==> src/rtl/instr_fetch_pkg.sv <==
// fetch_pkg: shared types and constants for the instruction fetch sequencer.
// Holds the fetch FSM state type, default widths and the branch-target table.
package fetch_pkg;

  localparam int PC_W_DEFAULT      = 10;
  localparam int INSTR_W_DEFAULT   = 9;
  localparam int LUT_IDX_W_DEFAULT = 5;
  localparam int OPCODE_W          = 4;
  localparam int LUT_DEPTH         = 2 ** LUT_IDX_W_DEFAULT;

  localparam logic [INSTR_W_DEFAULT-1:0] HALT_WORD_DEFAULT = 9'h1FF;

  typedef enum logic [1:0] {
    IDLE = 2'd0,
    RUN  = 2'd1,
    HALT = 2'd2
  } fetch_state_t;

  // Branch targets indexed by the low instruction bits. Entry 3 is a mid-program
  // target and entry 31 points at the last address so a branch can reach the wrap.
  localparam logic [PC_W_DEFAULT-1:0] BRANCH_LUT [LUT_DEPTH] = '{
    10'd0,   10'd16,  10'd32,  10'd40,  10'd64,  10'd80,  10'd96,  10'd112,
    10'd128, 10'd144, 10'd160, 10'd176, 10'd192, 10'd208, 10'd224, 10'd240,
    10'd256, 10'd272, 10'd288, 10'd304, 10'd320, 10'd336, 10'd352, 10'd368,
    10'd384, 10'd400, 10'd416, 10'd432, 10'd448, 10'd464, 10'd480, 10'd1023
  };

endpackage

==> src/rtl/instr_fetch_if.sv <==
// instr_fetch_if: instruction-memory and Control-decoder signals of the fetch unit.
// master is the fetch sequencer, slave is the memory/decoder side.
interface instr_fetch_if
  import fetch_pkg::*;
#(
  parameter int PC_W    = PC_W_DEFAULT,
  parameter int INSTR_W = INSTR_W_DEFAULT
);

  logic [PC_W-1:0]     instr_addr;
  logic [INSTR_W-1:0]  instr_rdata;
  logic [INSTR_W-1:0]  instr;
  logic [OPCODE_W-1:0] opcode;
  logic                fetch_valid;
  logic                branch;

  modport master (
    output instr_addr, instr, opcode, fetch_valid,
    input  instr_rdata, branch
  );

  modport slave (
    input  instr_addr, instr, opcode, fetch_valid,
    output instr_rdata, branch
  );

endinterface

==> src/rtl/instr_fetch_branch_lut.sv <==
// branch_lut: combinational lookup of a branch target from the instruction index.
module branch_lut
  import fetch_pkg::*;
#(
  parameter int PC_W      = PC_W_DEFAULT,
  parameter int LUT_IDX_W = LUT_IDX_W_DEFAULT
) (
  input  logic [LUT_IDX_W-1:0] idx,
  output logic [PC_W-1:0]      target
);

  // Table read, zero-extended or trimmed to the program counter width
  always_comb begin
    target = PC_W'(BRANCH_LUT[idx]);
  end

endmodule

==> src/rtl/instr_fetch.sv <==
// instr_fetch: program counter and single-cycle instruction fetch sequencer.
// Optional macro INSTR_COUNT_EN adds a saturating 16-bit executed-instruction counter.
module instr_fetch
  import fetch_pkg::*;
#(
  parameter int                 PC_W      = PC_W_DEFAULT,
  parameter int                 INSTR_W   = INSTR_W_DEFAULT,
  parameter int                 LUT_IDX_W = LUT_IDX_W_DEFAULT,
  parameter logic [INSTR_W-1:0] HALT_WORD = INSTR_W'(HALT_WORD_DEFAULT)
) (
  input  logic              clk,
  input  logic              rst_n,
  input  logic              start,
  input  logic              stall,
  instr_fetch_if.master     bus,
  output logic [PC_W-1:0]   pc,
  output logic              done
`ifdef INSTR_COUNT_EN
  ,output logic [15:0]      instr_count
`endif
);

  fetch_state_t    state_q, state_d;
  logic [PC_W-1:0] pc_q, pc_d;
  logic [PC_W-1:0] branch_target;

  branch_lut #(
    .PC_W      (PC_W),
    .LUT_IDX_W (LUT_IDX_W)
  ) u_branch_lut (
    .idx    (bus.instr_rdata[LUT_IDX_W-1:0]),
    .target (branch_target)
  );

  // State and program counter registers
  always_ff @(posedge clk or negedge rst_n) begin
    if (!rst_n) begin
      state_q <= IDLE;
      pc_q    <= '0;
    end else begin
      state_q <= state_d;
      pc_q    <= pc_d;
    end
  end

  // Next state and next pc; start beats stall, stall beats halt, halt beats branch
  always_comb begin
    state_d = state_q;
    pc_d    = pc_q;
    unique case (state_q)
      IDLE: begin
        if (start) begin
          state_d = RUN;
          pc_d    = '0;
        end
      end
      RUN: begin
        if (start) begin
          pc_d = '0;
        end else if (stall) begin
          pc_d = pc_q;
        end else if (bus.instr_rdata == HALT_WORD) begin
          state_d = HALT;
        end else if (bus.branch) begin
          pc_d = branch_target;
        end else begin
          pc_d = pc_q + PC_W'(1);
        end
      end
      HALT: begin
        if (start) begin
          state_d = RUN;
          pc_d    = '0;
        end
      end
      default: begin
        state_d = IDLE;
        pc_d    = '0;
      end
    endcase
  end

  // Fetch outputs: memory read data passes straight through to the decoder
  always_comb begin
    bus.instr_addr  = pc_q;
    bus.instr       = bus.instr_rdata;
    bus.opcode      = bus.instr_rdata[INSTR_W-1 -: OPCODE_W];
    bus.fetch_valid = (state_q == RUN);
    pc              = pc_q;
    done            = (state_q == HALT);
  end

`ifdef INSTR_COUNT_EN
  // Counts non-stalled RUN cycles, halt fetch included, saturating at all ones
  always_ff @(posedge clk or negedge rst_n) begin
    if (!rst_n) begin
      instr_count <= '0;
    end else if (start) begin
      instr_count <= '0;
    end else if (state_q == RUN && !stall && instr_count != 16'hFFFF) begin
      instr_count <= instr_count + 16'd1;
    end
  end
`endif

endmodule

==> src/flat_wrapper.sv <==
// flat-port wrapper written by rule: the top's interface ports become plain ports
module instr_fetch_flat import fetch_pkg::*;
#(
  parameter int                 PC_W      = PC_W_DEFAULT,
  parameter int                 INSTR_W   = INSTR_W_DEFAULT,
  parameter int                 LUT_IDX_W = LUT_IDX_W_DEFAULT,
  parameter logic [INSTR_W-1:0] HALT_WORD = INSTR_W'(HALT_WORD_DEFAULT)
)
  (clk, rst_n, start, stall, pc, done, bus_instr_addr, bus_instr, bus_opcode, bus_fetch_valid, bus_instr_rdata, bus_branch);
  instr_fetch_if #(.PC_W(PC_W), .INSTR_W(INSTR_W)) bus_i ();
  input  logic clk;
  input  logic rst_n;
  input  logic start;
  input  logic stall;
  output logic [PC_W-1:0] pc;
  output logic done;
  output wire logic [$bits(bus_i.instr_addr)-1:0] bus_instr_addr;
  output wire logic [$bits(bus_i.instr)-1:0] bus_instr;
  output wire logic [$bits(bus_i.opcode)-1:0] bus_opcode;
  output wire logic [$bits(bus_i.fetch_valid)-1:0] bus_fetch_valid;
  input wire logic [$bits(bus_i.instr_rdata)-1:0] bus_instr_rdata;
  input wire logic [$bits(bus_i.branch)-1:0] bus_branch;
  assign bus_instr_addr = bus_i.instr_addr;
  assign bus_instr = bus_i.instr;
  assign bus_opcode = bus_i.opcode;
  assign bus_fetch_valid = bus_i.fetch_valid;
  assign bus_i.instr_rdata = bus_instr_rdata;
  assign bus_i.branch = bus_branch;
  instr_fetch #(.PC_W(PC_W), .INSTR_W(INSTR_W), .LUT_IDX_W(LUT_IDX_W), .HALT_WORD(HALT_WORD)) u_core (.clk(clk), .rst_n(rst_n), .start(start), .stall(stall), .bus(bus_i), .pc(pc), .done(done));
endmodule
==> config.mk <==
export PLATFORM = sky130hd
export DESIGN_NAME = instr_fetch_flat
export DESIGN_NICKNAME = d
export VERILOG_FILES = /design/src/rtl/instr_fetch_pkg.sv /design/src/rtl/instr_fetch_if.sv /design/src/rtl/instr_fetch_branch_lut.sv /design/src/rtl/instr_fetch.sv /design/src/flat_wrapper.sv
export SDC_FILE = /design/constraint.sdc
export NUM_CORES = 1
export LEC_CHECK = 0
export ABC_AREA = 1
export ABC_CLOCK_PERIOD_IN_PS = 1640
export CAP_MARGIN = 30
export CORE_MARGIN = 1
export CORE_UTILIZATION = 42
export CTS_BUF_LIST = sky130_fd_sc_hd__clkbuf_4
export CTS_CLUSTER_SIZE = 40
export DETAILED_ROUTE_END_ITERATION = 10
export PLACE_DENSITY = 0.82
export SYNTH_ARGS = -nofsm -noshare
export SYNTH_HDL_FRONTEND = slang
export SYNTH_SLANG_ARGS = --single-unit
export TNS_END_PERCENT = 5
==> constraint.sdc <==
create_clock -name clk -period 1.64 [get_ports clk]
set_clock_uncertainty 0.05 [all_clocks]
set_input_delay 0.246 -clock clk [delete_from_list [all_inputs] [get_ports clk]]
set_output_delay 0.246 -clock clk [all_outputs]
set_load 0.03 [all_outputs]
==> job_summary.md <==
## PnR job results

| Metric | Value |
|---|---|
| Status | `finished, final reports clean` |
| EDFF count, synth | `0` |
| Clock tree root driver cell | `clkbuf_4` |
| DRC | `0` |
| Comb pwr share | `38.8%` |
| CTS tree | `done` |
| Fp_density | `45.8%` |
| Crit path buffers/inverters | `1` |
| Routed vias/inst | `4.81` |
| Crit path time final | `1500 ps` |
| Commonest cells in the netlist | `49 x nand2_1, 24 x buf_4, 17 x inv_1` |
| Synth Register Bits | `12` |
| Top-area cell share | `28.8%` |
| Log Warnings | `26` |
| Layout area overhead | `34.3%` |
| Final Setup Violations | `0` |
| Hold Violations, Final | `0` |
| Reg2reg end | `u_core.bus.instr_addr[4]` |
| Die height | `51.8 µm` |
| Yosys cell count | `158` |
| Crit-path cells | `nor2_1, dlygate4sd2_1` |
| Worst Setup EP | `done` |
| Reg2reg start | `u_core.bus.instr_addr[0]` |
| Nets | `210` |
| Worst slew margin relative to its limit | `63.3%` |
| Critical Path Max Stage Delay | `420 ps` |
| Mapped cell area | `0.00104 mm²` |
| Clock Buffer Count | `3` |
| Seq share, synth | `28.8%` |
| Startpoint class of the critical path | `register` |
| Layout clock area frac | `1.88%` |
| Yosys Chip Area | `0.00104 mm²` |
| Dominant register cell | `dfrtp_1` |
| Die Footprint | `0.00268 mm²` |
| Vias | `1068` |
| Max reg flops | `10` |
| Flop-to-flop setup slack | `150 ps` |
| Gpl congestion | `0.939` |
| Tcrit/Tclk final | `91.7%` |
| Clk pwr share | `21.8%` |
| Arrival @ worst endpoint | `1210 ps` |
| Registers | `12` |
| Biggest Area Class | `multi-input combinational cells` |
| Met3 Track Usage GR | `6.43%` |
| Hold_buf cts | `0` |
-- run 1: through the flow --
step | utilization, % | setup slack [ps] | hold WS [ps] | setup TNS (ps) | std cells
floorplan | - | 18.7 | -99.6 | 0 | 158
global placement | 61.7 | 32.2 | 470 | 0 | 218
detailed placement | 61.7 | -6.38 | 470 | -13.5 | 218
CTS | 61.7 | 38.1 | 283 | 0 | 222
global route | 61.5 | 48.7 | 309 | 0 | 222
finish | 61.5 | 136 | 273 | 0 | 222
-- run 1: what timing repair did --
action	in CTS	in global routing
gates resized	22	2
endpoints found under the setup margin	22	1
buffers inserted	0	0
-- run 1: placed cells by master, fill, tap and decap left out --
| cell type | Yosys | final |
|---|---|---|
| nand2_1 | 49 | 49 |
| dlygate4sd2_1 | 0 | 21 |
| buf_4 | 24 | 21 |
| inv_1 | 17 | 17 |
| clkdlybuf4s50_1 | 0 | 13 |
| dfrtp_1 | 12 | 12 |
| nor2_1 | 10 | 10 |
| nand3_1 | 10 | 10 |
| nand2_2 | 6 | 6 |
| a21oi_1 | 6 | 6 |
| o21ai_1 | 5 | 5 |
| o21ai_0 | 5 | 5 |
| nor2_2 | 4 | 4 |
| clkbuf_4 | 0 | 3 |
| nor2_4 | 2 | 2 |
| nand4_1 | 2 | 2 |
| nor3_1 | 1 | 1 |
| nand3b_1 | 1 | 1 |
| nand2_4 | 1 | 1 |
| or2_2 | 1 | 1 |
| o22ai_1 | 1 | 1 |
| ha_1 | 1 | 1 |
| clkinv_1 | 0 | 1 |
| clkbuf_2 | 0 | 1 |
-- run 1: cells by family after synthesis --
logic type / synth area share [%]
flip-flops: 28.8
AND-OR/OR-AND: 8.28
adder cells (fa/ha/maj): 1.20
buffers and inverters: 23.4
AND/OR/NAND/NOR: 38.3
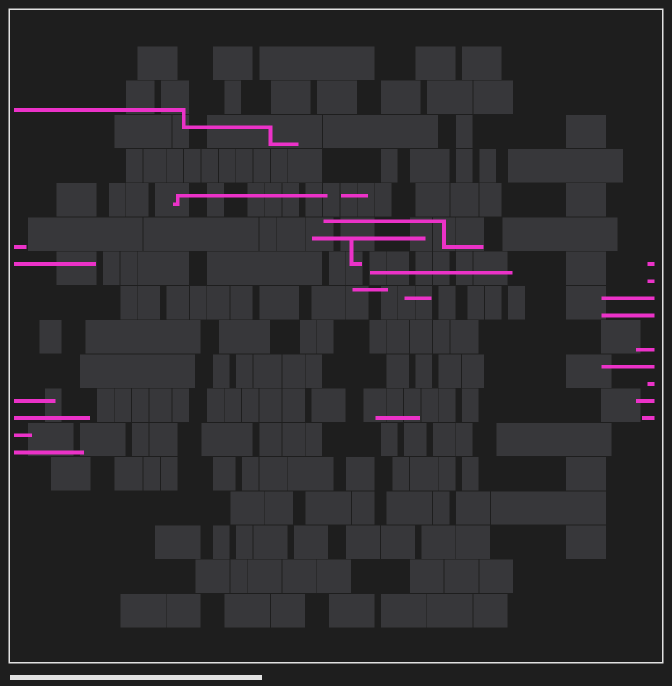
run_1/m3.png
Scale bar: 20 µm. Cells faint in the background.
longest straight run: 13.3 µm
share of all routed wire: 5.0%
main direction: horizontal
nets with wire on the layer: 22
wire length on this layer: 122 µm

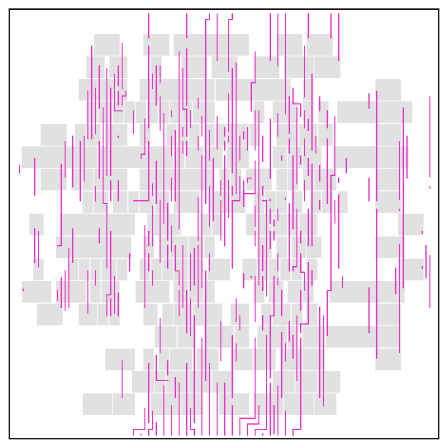
run_1/m2.png
Cells faint in the background.
main direction: vertical
longest straight run: 22.3 µm
share of all routed wire: 51%
wire length on this layer: 1240 µm
nets with wire on the layer: 176

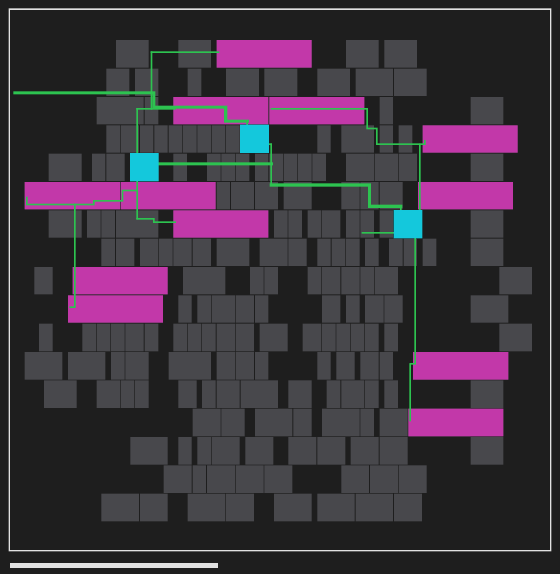
run_1/clock_wires.png
Scale bar: 20 µm.
[cyan] clock-net drivers | count: 3
[green] clock wires | length: 165 µm
[magenta] flip-flops | count: 12
routed clock nets: 4
clock network power: 0.188 mW
Skew-Pair Late Insertion Delay: 280 ps

No activity file was given, so power comes from the tool's default toggle rates.
